**src/rtl/counter_scheduler_if.sv**
```systemverilog
// Purpose : Bundles the requester handshake and the shared-counter control
//           pins used by counter_scheduler.
// Signals : req       - level request per requester (held until ack/timeout)
//           grant     - one-hot owner of the counter, 0 when idle
//           ack       - one-cycle pulse to the owner: run completed
//           timeout   - one-cycle pulse to the owner: run aborted by watchdog
//           busy      - high from grant until the scheduler is idle again
//           ctr_start - one-cycle start pulse to the counter
//           ctr_clear - one-cycle active-high clear to the counter on abort
//           ctr_done  - one-cycle done pulse from the counter
// Modports: master - requesters/counter side; slave - the scheduler.
// NUM_REQ must match the NUM_REQ of the counter_scheduler it connects to.
interface counter_scheduler_if #(
    parameter int NUM_REQ = 4
);
    logic [NUM_REQ-1:0] req;
    logic [NUM_REQ-1:0] grant;
    logic [NUM_REQ-1:0] ack;
    logic [NUM_REQ-1:0] timeout;
    logic               busy;
    logic               ctr_start;
    logic               ctr_clear;
    logic               ctr_done;

    modport master (
        output req, ctr_done,
        input  grant, ack, timeout, busy, ctr_start, ctr_clear
    );

    modport slave (
        input  req, ctr_done,
        output grant, ack, timeout, busy, ctr_start, ctr_clear
    );
endinterface

```
**src/rtl/counter_scheduler.sv**
```systemverilog
// Purpose : Shares one counter between NUM_REQ requesters with round-robin
//           arbitration. Grants one requester, pulses the counter start,
//           waits for the counter done pulse and returns a one-cycle ack to
//           the owner. A watchdog aborts a run that overstays TIMEOUT_CYCLES,
//           pulsing timeout to the owner and ctr_clear to the counter.
// Ports   : clock   - rising-edge clock
//           reset_n - asynchronous active-low reset
//           bus     - counter_scheduler_if.slave (req/ctr_done in;
//                     grant/ack/timeout/busy/ctr_start/ctr_clear out)
// All outputs are registered.
module counter_scheduler #(
    parameter int NUM_REQ        = 4,
    parameter int TIMEOUT_CYCLES = 300
) (
    input  logic                  clock,
    input  logic                  reset_n,
    counter_scheduler_if.slave    bus
);
    localparam int IDX_W = $clog2(NUM_REQ);
    localparam int WD_W  = $clog2(TIMEOUT_CYCLES + 1);

    typedef enum logic [1:0] {
        IDLE,
        START,
        RUN,
        RELEASE
    } state_t;

    state_t             state;
    logic [IDX_W-1:0]   ptr;
    logic [IDX_W-1:0]   idx;
    logic [WD_W-1:0]    wd;

    logic [NUM_REQ-1:0] grant_q;
    logic [NUM_REQ-1:0] ack_q;
    logic [NUM_REQ-1:0] timeout_q;
    logic               busy_q;
    logic               start_q;
    logic               clear_q;

    // Round-robin pick: first set req bit at or above ptr, wrapping.
    logic [IDX_W-1:0]   pick;
    logic               found;
    int unsigned        pos;
    logic [NUM_REQ-1:0] pick_onehot;
    logic [NUM_REQ-1:0] idx_onehot;

    always_comb begin
        pick  = '0;
        found = 1'b0;
        pos   = 0;
        for (int unsigned k = 0; k < NUM_REQ; k++) begin
            pos = 32'(ptr) + k;
            if (pos >= NUM_REQ) begin
                pos = pos - NUM_REQ;
            end
            if (!found && bus.req[pos[IDX_W-1:0]]) begin
                found = 1'b1;
                pick  = pos[IDX_W-1:0];
            end
        end
    end

    assign pick_onehot = NUM_REQ'(1) << pick;
    assign idx_onehot  = NUM_REQ'(1) << idx;

    always_ff @(posedge clock or negedge reset_n) begin
        if (!reset_n) begin
            state     <= IDLE;
            ptr       <= '0;
            idx       <= '0;
            wd        <= '0;
            grant_q   <= '0;
            ack_q     <= '0;
            timeout_q <= '0;
            busy_q    <= 1'b0;
            start_q   <= 1'b0;
            clear_q   <= 1'b0;
        end else begin
            case (state)
                IDLE: begin
                    if (found) begin
                        grant_q <= pick_onehot;
                        idx     <= pick;
                        busy_q  <= 1'b1;
                        start_q <= 1'b1;
                        state   <= START;
                    end
                end
                START: begin
                    start_q <= 1'b0;
                    wd      <= '0;
                    state   <= RUN;
                end
                RUN: begin
                    wd <= wd + 1'b1;
                    // grant drops together with the result pulse, so it is
                    // already low in RELEASE and stays low through the next
                    // IDLE cycle; ack/timeout still target the stored idx.
                    if (bus.ctr_done) begin
                        ack_q   <= idx_onehot;
                        grant_q <= '0;
                        state   <= RELEASE;
                    end else if (wd == WD_W'(TIMEOUT_CYCLES - 1)) begin
                        timeout_q <= idx_onehot;
                        clear_q   <= 1'b1;
                        grant_q   <= '0;
                        state     <= RELEASE;
                    end
                end
                RELEASE: begin
                    ack_q     <= '0;
                    timeout_q <= '0;
                    clear_q   <= 1'b0;
                    grant_q   <= '0;
                    busy_q    <= 1'b0;
                    ptr       <= (idx == IDX_W'(NUM_REQ - 1)) ? '0 : idx + 1'b1;
                    state     <= IDLE;
                end
                default: begin
                    state <= IDLE;
                end
            endcase
        end
    end

    assign bus.grant     = grant_q;
    assign bus.ack       = ack_q;
    assign bus.timeout   = timeout_q;
    assign bus.busy      = busy_q;
    assign bus.ctr_start = start_q;
    assign bus.ctr_clear = clear_q;

endmodule

```
**src/flat_wrapper.sv**
```systemverilog
// flat-port wrapper written by rule: the top's interface ports become plain ports
module counter_scheduler_flat 
#(
    parameter int NUM_REQ        = 4,
    parameter int TIMEOUT_CYCLES = 300
)
  (clock, reset_n, bus_req, bus_ctr_done, bus_grant, bus_ack, bus_timeout, bus_busy, bus_ctr_start, bus_ctr_clear);
  counter_scheduler_if #(.NUM_REQ(NUM_REQ)) bus_i ();
  input  logic clock;
  input  logic reset_n;
  input wire logic [$bits(bus_i.req)-1:0] bus_req;
  input wire logic [$bits(bus_i.ctr_done)-1:0] bus_ctr_done;
  output wire logic [$bits(bus_i.grant)-1:0] bus_grant;
  output wire logic [$bits(bus_i.ack)-1:0] bus_ack;
  output wire logic [$bits(bus_i.timeout)-1:0] bus_timeout;
  output wire logic [$bits(bus_i.busy)-1:0] bus_busy;
  output wire logic [$bits(bus_i.ctr_start)-1:0] bus_ctr_start;
  output wire logic [$bits(bus_i.ctr_clear)-1:0] bus_ctr_clear;
  assign bus_i.req = bus_req;
  assign bus_i.ctr_done = bus_ctr_done;
  assign bus_grant = bus_i.grant;
  assign bus_ack = bus_i.ack;
  assign bus_timeout = bus_i.timeout;
  assign bus_busy = bus_i.busy;
  assign bus_ctr_start = bus_i.ctr_start;
  assign bus_ctr_clear = bus_i.ctr_clear;
  counter_scheduler #(.NUM_REQ(NUM_REQ), .TIMEOUT_CYCLES(TIMEOUT_CYCLES)) u_core (.clock(clock), .reset_n(reset_n), .bus(bus_i));
endmodule
```
**config.mk**
```make
export PLATFORM = sky130hd
export DESIGN_NAME = counter_scheduler_flat
export DESIGN_NICKNAME = d
export VERILOG_FILES = /design/src/rtl/counter_scheduler_if.sv /design/src/rtl/counter_scheduler.sv /design/src/flat_wrapper.sv
export SDC_FILE = /design/constraint.sdc
export NUM_CORES = 1
export LEC_CHECK = 0
export ABC_AREA = 1
export CORE_MARGIN = 2
export CORE_UTILIZATION = 54
export DETAILED_ROUTE_END_ITERATION = 12
export GPL_TIMING_DRIVEN = 1
export PLACE_DENSITY = 0.89
export SYNTH_ARGS = -nofsm -noshare
export SYNTH_HDL_FRONTEND = slang
export SYNTH_SLANG_ARGS = --single-unit
```
**constraint.sdc**
```tcl
create_clock -name clock -period 2 [get_ports clock]
set_clock_uncertainty 0.15 [all_clocks]
set_input_delay 0.4 -clock clock [delete_from_list [all_inputs] [get_ports clock]]
set_output_delay 0.4 -clock clock [all_outputs]
set_load 0.02 [all_outputs]
```
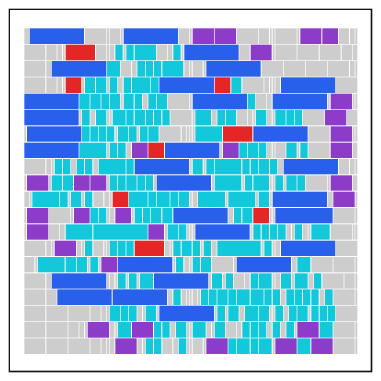
Run 1: placed cells, one colour a class
Scale: 6 px per um. Fill, decap, tap and diode cells in grey.
- clock drivers and dummy loads: red (cells 8; share of their area 3.8%)
- remaining buffers and delay cells: purple (cells 30; share of their area 13%)
- remaining logic cells: cyan (cells 189; share of their area 47%)
- registers: blue (cells 30; share of their area 36%)
row cnt: 20
core area: 3030 um^2
Core Util, Final: 70.3%

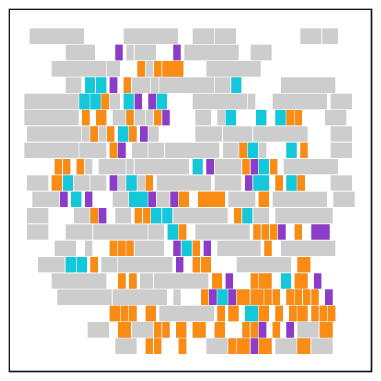
Run 1: logic cells by family
Scale: 6 px per um.
- aoi and oai cells: cyan (cells 31; most used o21ai_0)
- nand cells: orange (cells 92; most used nand2_1)
- inv cells: purple (cells 30; most used inv_1)

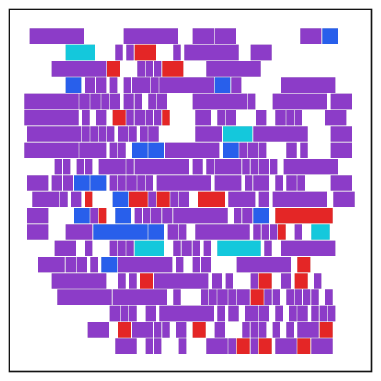
Run 1: drive-strength map
Scale: 6 px per um.
- x6 and larger: cyan (cells 5)
- x2: red (cells 23)
- x1 and smaller: purple (cells 214)
- x3 and x4: blue (cells 15)

==> impl_metrics.env, run 1 <==
# source this file to load flow results
export IMPL_outcome="finished, final reports clean"
export IMPL_placed_cell_area_um2=1990
export IMPL_synth_flops=30
export IMPL_cp_max_fo=10
export IMPL_synth_area_per_cell_um2=7.69
export IMPL_antenna_found_initial=0
export IMPL_netlist_area_um2=1700
export IMPL_fin_ws_ns=0.0908
export IMPL_first_pass_iters=5
export IMPL_viasPerCell=5.06
export IMPL_fin_nets=273
export IMPL_synth_edff_count=0
export IMPL_setup_violations=0
export IMPL_worstMarginPinSlew_ns=0.374
export IMPL_criticalPathCategory="register to register"
export IMPL_place_inst=289
export IMPL_fillCellCount=236
export IMPL_end_kind="register"
export IMPL_cts_tree="done"
export IMPL_yosysTopAreaCellShare_pct=44.2
export IMPL_yosysChipArea_um2=1700
export IMPL_clock_path_buffers=2
export IMPL_fp_utilization_pct=56.2
export IMPL_slowest_delay_ns=0.42
export IMPL_grt_max_degree=31
export IMPL_critPathLaunch="u_core.state[0]$_DFFE_PN0P_"
export IMPL_rrSetupSlack_ns=0.09
export IMPL_mux_area_share_pct=0
export IMPL_crit_slowest_cell="dfrtp_1"
export IMPL_routed_wl_met2_um=1680
export IMPL_io_buffers=21
export IMPL_top_cells_by_area="dfrtp_1, nand2_1, ha_1"
export IMPL_wl_met3_um=136
export IMPL_synthMostInstantiatedCell="nand2_1"
export IMPL_worstSkewPairLatency_ns=0.33
export IMPL_power_density_nw_per_um2=1700
export IMPL_topCombFamilyByArea="simple AND/OR/NAND/NOR gates"
export IMPL_synthFlopType="dfrtp_1"
export IMPL_grt_pass1_vias=1441
export IMPL_wire_per_inst_um=11.8
export IMPL_peakVddDrop_mv=1.05
export IMPL_hp_class="input pin to asynchronous set/reset pin"
export IMPL_gp_congestion=0.842
export IMPL_pin_count=22
export IMPL_holdWs_ns=0.289
export IMPL_routed_top_layer="met4"
export IMPL_hold_violations=0
export IMPL_die_area_um2=3610
export IMPL_synthArstFlopShare_pct=100
export IMPL_combGateArea_um2=847
export IMPL_clkSinkCount=30
export IMPL_ys_sh_aoi_pct=9.79
export IMPL_top_cells_by_count="nand2_1, dfrtp_1, inv_1, o21ai_0, nor2_1"
export IMPL_cts_buffers=5
export IMPL_ys_sh_adder_pct=7.36
export IMPL_ys_seq_share_pct=44.2
export IMPL_synth_xor_area_share_pct=0.515
export IMPL_drc_errors=0
export IMPL_diodes=0
export IMPL_die_h_um=60.1
export IMPL_yosysTopAreaCell="dfrtp_1"
export IMPL_cts_root_buffer="clkbuf_4"
export IMPL_hpwlAfterDp_um=2490
export IMPL_finalMaxSlewViolations=0
export IMPL_power_leakage_nw=1.07
export IMPL_htreeDepth=2
export IMPL_worstPathRequired_ns=2.05
export IMPL_grt_first_pass_wirelength_um=5820
export IMPL_wl_met1_um=1660
export IMPL_fin_crit_ns=1.91
export IMPL_maxCapViolCount=0
export IMPL_vias=1522
export IMPL_finalNonFillerCells=301
export IMPL_ys_sh_simple_pct=30.3
export IMPL_routed_wl_um=3540
export IMPL_place_ws_ns=-0.125
export IMPL_layout_drive_gt1_share_pct=16.7
export IMPL_drt_iter0_markers=95
export IMPL_drtAntennaViolNets=0
export IMPL_tool_warnings=33
export IMPL_syn_num_nets=238
export IMPL_crit_chain="buf_4 > ha_1 > nor2_1 > inv_1 > nand2_1 > o21ai_0"
export IMPL_worstPathArrival_ns=1.96
export IMPL_finalClockPeriodUsage_pct=95.5
export IMPL_ff_latch_area_um2=752
export IMPL_reg2reg_to="u_core.bus.timeout[1]$_DFFE_PN0P_"
export IMPL_syn2layout_area_growth_pct=25.2
export IMPL_ys_warn_count=0
export IMPL_hold_buffers=0
export IMPL_r2r_start="u_core.state[0]$_DFFE_PN0P_"
export IMPL_ys_types=23
export IMPL_stdcell_area_um2=2130
export IMPL_grt_total_usage_pct=21.8
export IMPL_start_kind="register"
export IMPL_reg2reg_depth=6
export IMPL_grt_overflow=0
export IMPL_dieWidth_um=60.1
export IMPL_yosys_cells=221
export IMPL_clk_pin_slew_ns=0.10
export IMPL_maxClockFrequency_ghz=0.524
export IMPL_syn_inst=221
export IMPL_slew_headroom_pct=75.1
-- run 1: cells in the final DEF, fill, tap and decap left out, types with 3 or more instances in the layout --
cell type,synthesis,final
a21oi_1,10,9
buf_4,0,9
clkbuf_4,0,5
clkbuf_8,0,3
clkdlybuf4s50_1,0,21
dfrtp_1,30,29
ha_1,10,9
inv_1,28,25
inv_2,1,4
nand2_1,66,66
nand2_2,10,10
nand3_1,14,13
nor2_1,17,15
nor2_2,2,4
nor3_1,4,3
o21ai_0,18,18
-- run 1: critical path, delay by kind of cell, from the launching register on --
kind / cells / cell delay [ns]
adders and majority gates: 1 / 0.31
and+or+nand+nor: 2 / 0.52
DFF: 1 / 0.42
AOI/OAI and AO/OA: 1 / 0.13
buffers and inverters: 2 / 0.27
-- run 1: metrics by stage --
stage	TNS, ns	power [mW]
floorplan	0	2.39
global placement	-0.288	2.94
detailed placement	-0.747	3.02
CTS	0	3.49
global route	-0.204	3.93
finish	0	3.61
-- run 1: kinds of logic after synthesis --
logic type,Yosys count
xor+xnor,1
simple gates,116
buf+inv,32
compound gates,32
flops,30
fa+ha+maj,10
-- run 1: final cells by class --
cell class | instances | area share (%)
clock buffer | 8 | 3.70
inverter | 30 | 5.53
multi-input combinational | 159 | 39.8
sequential | 30 | 35.3
tap | 44 | 2.59
timing repair buffer | 30 | 13.1
-- run 1: state kept, by name, indices dropped and copies added (netlist names) --
name,flops
u_core.bus.ack,4
u_core.bus.busy,1
u_core.bus.ctr_clear,1
u_core.bus.ctr_start,1
u_core.bus.grant,4
u_core.bus.timeout,4
u_core.idx,2
u_core.ptr,2
u_core.state,2
u_core.wd,9
-- run 1: routing by layer --
metal  global-route usage, %  up-vias
met5                       0        -
met4                    7.62        0
met3                    7.14        9
met2                    36.0       38
met1                    26.4      705
li1                        -      770
-- run 1: report_power, final --
part | switching [mW] | total [mW] | internal, mW | leakage, nW
Clock | 0.205 | 0.445 | 0.240 | 0.0446
Combinational | 1.31 | 2.15 | 0.846 | 0.639
Sequential | 0.185 | 1.02 | 0.830 | 0.384
Total | 1.70 | 3.61 | 1.92 | 1.07
-- run 1: what timing repair did --
| item | in CTS | in global routing |
|---|---|---|
| endpoints found under the hold margin | 0 | 0 |
| buffers inserted | 0 | 4 |
| gates resized | 0 | 10 |
| setup endpoints to repair | 0 | 9 |
-- run 1: worst max path at each step --
stage | end | slack [ns] | depth (start not counted)
5_1_grt | u_core.bus.timeout[1]$_DFFE_PN0P_ | -0.05 | 7
3_5_place_dp | u_core.bus.grant[2]$_DFFE_PN0P_ | -0.12 | 11
6_report | u_core.bus.timeout[1]$_DFFE_PN0P_ | 0.09 | 6
3_3_place_gp | u_core.bus.grant[2]$_DFFE_PN0P_ | -0.07 | 11
2_1_floorplan | u_core.wd[7]$_DFFE_PN0P_ | 0.23 | 9
4_1_cts | u_core.wd[8]$_DFFE_PN0P_ | 0.06 | 10
Run 1, metal 3:
Scale: 8 px per um.
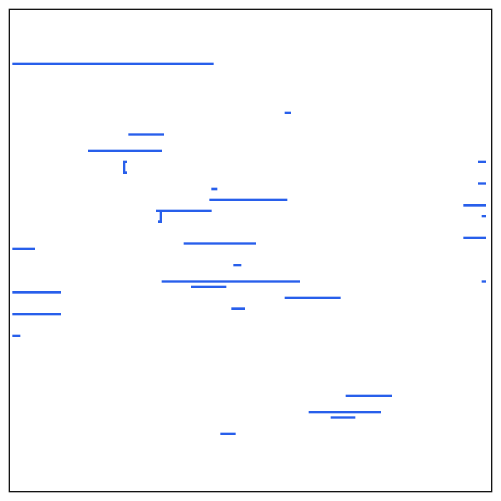

--- run 2 (diff from run 1) ---
SLEW_MARGIN = 20   (was unset)
clock period = 2.1 ns   (was 2 ns; I/O delays follow)
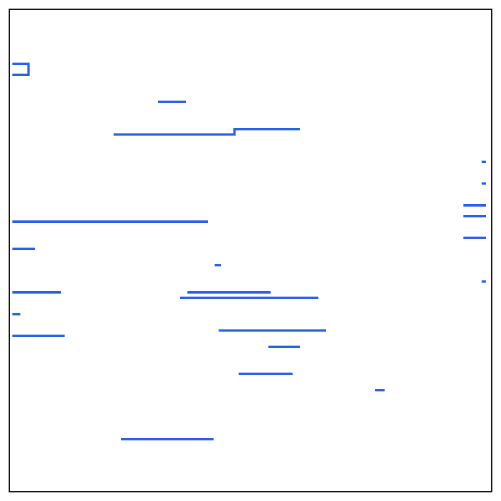
Run 2: metal 3
Scale: 8 px per um.
- nets with wire on the layer: 18
- main direction: horizontal
- longest straight run: 24.1 um
total number of vias: 1477
GR Util met3: 6.49%
final wirelength: 3340 um

==> run 2 against run 1 <==
Effect of this change: sequential share of layout area is 0.86 points higher; die size stayed put; worst hold slack better by 0.020 ns; clock power is 18% lower; power is 9.4% lower; design area is 2.5% lower; utilization is 1.8 points lower; global-route usage is 1.5 points lower; synthesized cell count stayed put; sequential power is 6% lower; synthesized area stayed put; first-iteration DRC count is 15% lower.
==> impl_metrics.env, run 2 <==
# source this file to load flow results
export IMPL_critPathLaunch="u_core.state[1]$_DFFE_PN0P_"
export IMPL_final_cell_mix="nand2_1, dfrtp_1, inv_1, clkdlybuf4s50_1, o21ai_0"
export IMPL_drc_errors=0
export IMPL_power_density_nw_per_um2=1580
export IMPL_synth_edff_count=0
export IMPL_worstPathRequired_ns=2.16
export IMPL_power_leakage_nw=1.05
export IMPL_synthMostInstantiatedCell="nand2_1"
export IMPL_syn_inst=221
export IMPL_cts_buffers=5
export IMPL_synthArstFlopShare_pct=100
export IMPL_cts_tree="done"
export IMPL_place_inst=287
export IMPL_fin_crit_ns=1.96
export IMPL_worstMarginPinSlew_ns=0.385
export IMPL_outcome="finished, final reports clean"
export IMPL_top_cells_by_area="dfrtp_1, nand2_1, ha_1"
export IMPL_clkSinkCount=30
export IMPL_ys_warn_count=0
export IMPL_grtUsageMet1_pct=25.3
export IMPL_viasPerCell=4.96
export IMPL_maxCapViolCount=0
export IMPL_yosys_cells=221
export IMPL_yosysChipArea_um2=1700
export IMPL_topCombFamilyByArea="simple AND/OR/NAND/NOR gates"
export IMPL_peakVddDrop_mv=0.794
export IMPL_top_cells_by_count="nand2_1, dfrtp_1, inv_1, o21ai_0, nor2_1"
export IMPL_pin_count=22
export IMPL_die_area_um2=3610
export IMPL_syn_num_nets=238
export IMPL_clk_pin_slew_ns=0.10
export IMPL_grt_max_degree=31
export IMPL_drt_iter0_markers=81
export IMPL_ys_sh_adder_pct=7.36
export IMPL_layout_drive_gt1_share_pct=12.6
export IMPL_largest_register="u_core.wd"
export IMPL_worstSkewPairLatency_ns=0.34
export IMPL_maxClockFrequency_ghz=0.510
export IMPL_use_met2_pct=32.8
export IMPL_hp_class="input pin to asynchronous set/reset pin"
export IMPL_grt_total_usage_pct=20.2
export IMPL_fp_utilization_pct=56.2
export IMPL_fp_coreArea_um2=3030
export IMPL_wire_per_inst_um=11.2
export IMPL_grt_overflow=0
export IMPL_rsz0062_at_grt="false"
export IMPL_hold_buffers=0
export IMPL_yosysTopAreaCell="dfrtp_1"
export IMPL_fillCellCount=265
export IMPL_finalNonFillerCells=298
export IMPL_start_kind="register"
export IMPL_busiest_layer="met2"
export IMPL_criticalPathCategory="register to register"
export IMPL_gp_congestion=0.819
export IMPL_ys_sh_aoi_pct=9.79
export IMPL_hpwlAfterDp_um=2370
export IMPL_die_h_um=60.1
export IMPL_antenna_found_initial=0
export IMPL_ys_sh_simple_pct=30.3
export IMPL_end_kind="register"
export IMPL_io_buffers=21
export IMPL_layout_top_cell="nand2_1"
export IMPL_netlist_area_um2=1700
export IMPL_synth_flops=30
export IMPL_diodes=0
export IMPL_finalClockPeriodUsage_pct=93.5
export IMPL_ys_seq_share_pct=44.2
export IMPL_htreeDepth=2
export IMPL_hold_violations=0
export IMPL_worstPathArrival_ns=2.02
export IMPL_dieWidth_um=60.1
export IMPL_clock_path_buffers=2
export IMPL_drtAntennaViolNets=0
export IMPL_syn2layout_area_growth_pct=22.0
export IMPL_setup_violations=0
export IMPL_grt_pass1_vias=1351
export IMPL_r2r_start="u_core.state[1]$_DFFE_PN0P_"
export IMPL_largest_register_ffs=9
export IMPL_tool_warnings=33
export IMPL_rrSetupSlack_ns=0.14
export IMPL_fin_nets=270
export IMPL_slew_headroom_pct=74.3
export IMPL_mux_area_share_pct=0
export IMPL_cts_root_buffer="clkbuf_4"
export IMPL_grt_first_pass_wirelength_um=5390
export IMPL_synth_xor_area_share_pct=0.515
export IMPL_finalMaxSlewViolations=0
export IMPL_synthFlopType="dfrtp_1"
export IMPL_first_pass_iters=6
export IMPL_yosysTopAreaCellShare_pct=44.2
export IMPL_row_count=20
export IMPL_ys_types=23
export IMPL_cp_max_fo=10
export IMPL_synth_area_per_cell_um2=7.69
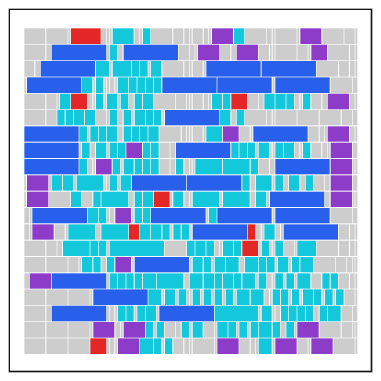
Run 2: placed cells, one colour a class
Scale: 6 px per um. Fill, decap, tap and diode cells in grey.
- registers: blue (cells 30; share of their area 37%)
- remaining logic cells: cyan (cells 189; share of their area 47%)
- remaining buffers and delay cells: purple (cells 27; share of their area 13%)
- clock drivers and dummy loads: red (cells 8; share of their area 3.0%)
Core Util, Final: 68.5%
post-layout instance area: 2070 um^2

run 2: final timing paths:
kind | depth (start not counted) | to
max | 7 | u_core.bus.ctr_clear$_DFFE_PN0P_
min | 2 | u_core.idx[0]$_DFFE_PN0P_
max reg2reg | 7 | u_core.bus.ctr_clear$_DFFE_PN0P_
min reg2reg | 1 | u_core.wd[8]$_DFFE_PN0P_
max in group asynchronous | 2 | u_core.wd[0]$_DFFE_PN0P_
min in group clock | 1 | u_core.wd[8]$_DFFE_PN0P_
run 2: kinds of logic (layout without fill, tap and decap cells):
group,Yosys count,after routing
buffers and inverters,32,65
AOI/OAI and AO/OA,32,32
DFF,30,30
and+or+nand+nor,116,116
adders and majority gates,10,10
xor gates and xnor gates,1,1
run 2: what timing repair did:
item | CTS | global route
setup buffers | 0 | 3
resized | 0 | 4
setup endpoints to repair | 0 | 2
run 2: area by class of cell:
type	instances	area, um^2	share of cell area [%]
clock inverter	1	5.00	0.241
multi-input combinational	159	836	40.3
tap	44	55.1	2.65
inverter	30	118	5.67
clock buffer	7	55.1	2.65
sequential	30	751	36.2
timing repair buffer	27	255	12.3
run 2: power breakdown:
part           leakage, nW  internal (mW)  switching (mW)
clock               0.0353          0.162           0.203
sequential           0.385          0.788           0.166
combinational        0.629          0.766            1.19
run 2: worst max-delay path, stage by stage, from the launching register on:
cell and delay (ns):
dfrtp_1 0.41, buf_4 0.15, buf_4 0.12, ha_1 0.29
nor2_1 0.24, inv_1 0.11, nand2_1 0.24, o21ai_0 0.12
run 2: metrics by stage:
stage               setup slack [ns]  hold slack, ns  area (um^2)  TNS [ns]  total power [mW]
finish                         0.138           0.309         2070         0              3.27
global route                 0.00175           0.332         2070         0              3.57
CTS                           0.0831           0.324         2030         0              3.20
detailed placement           -0.0505           0.305         1970    -0.189              2.83
global placement              0.0140           0.301         1970         0              2.78
floorplan                      0.327         -0.0256         1700         0              2.27
run 2: routing by layer:
layer  vias to the layer above  part of all wire, %
met5                         -                    0
met4                         0                  1.7
met3                         6                  4.3
met2                        31                   47
met1                       675                   47
li1                        765                    -
No activity file was given, so power comes from the tool's default toggle rates.
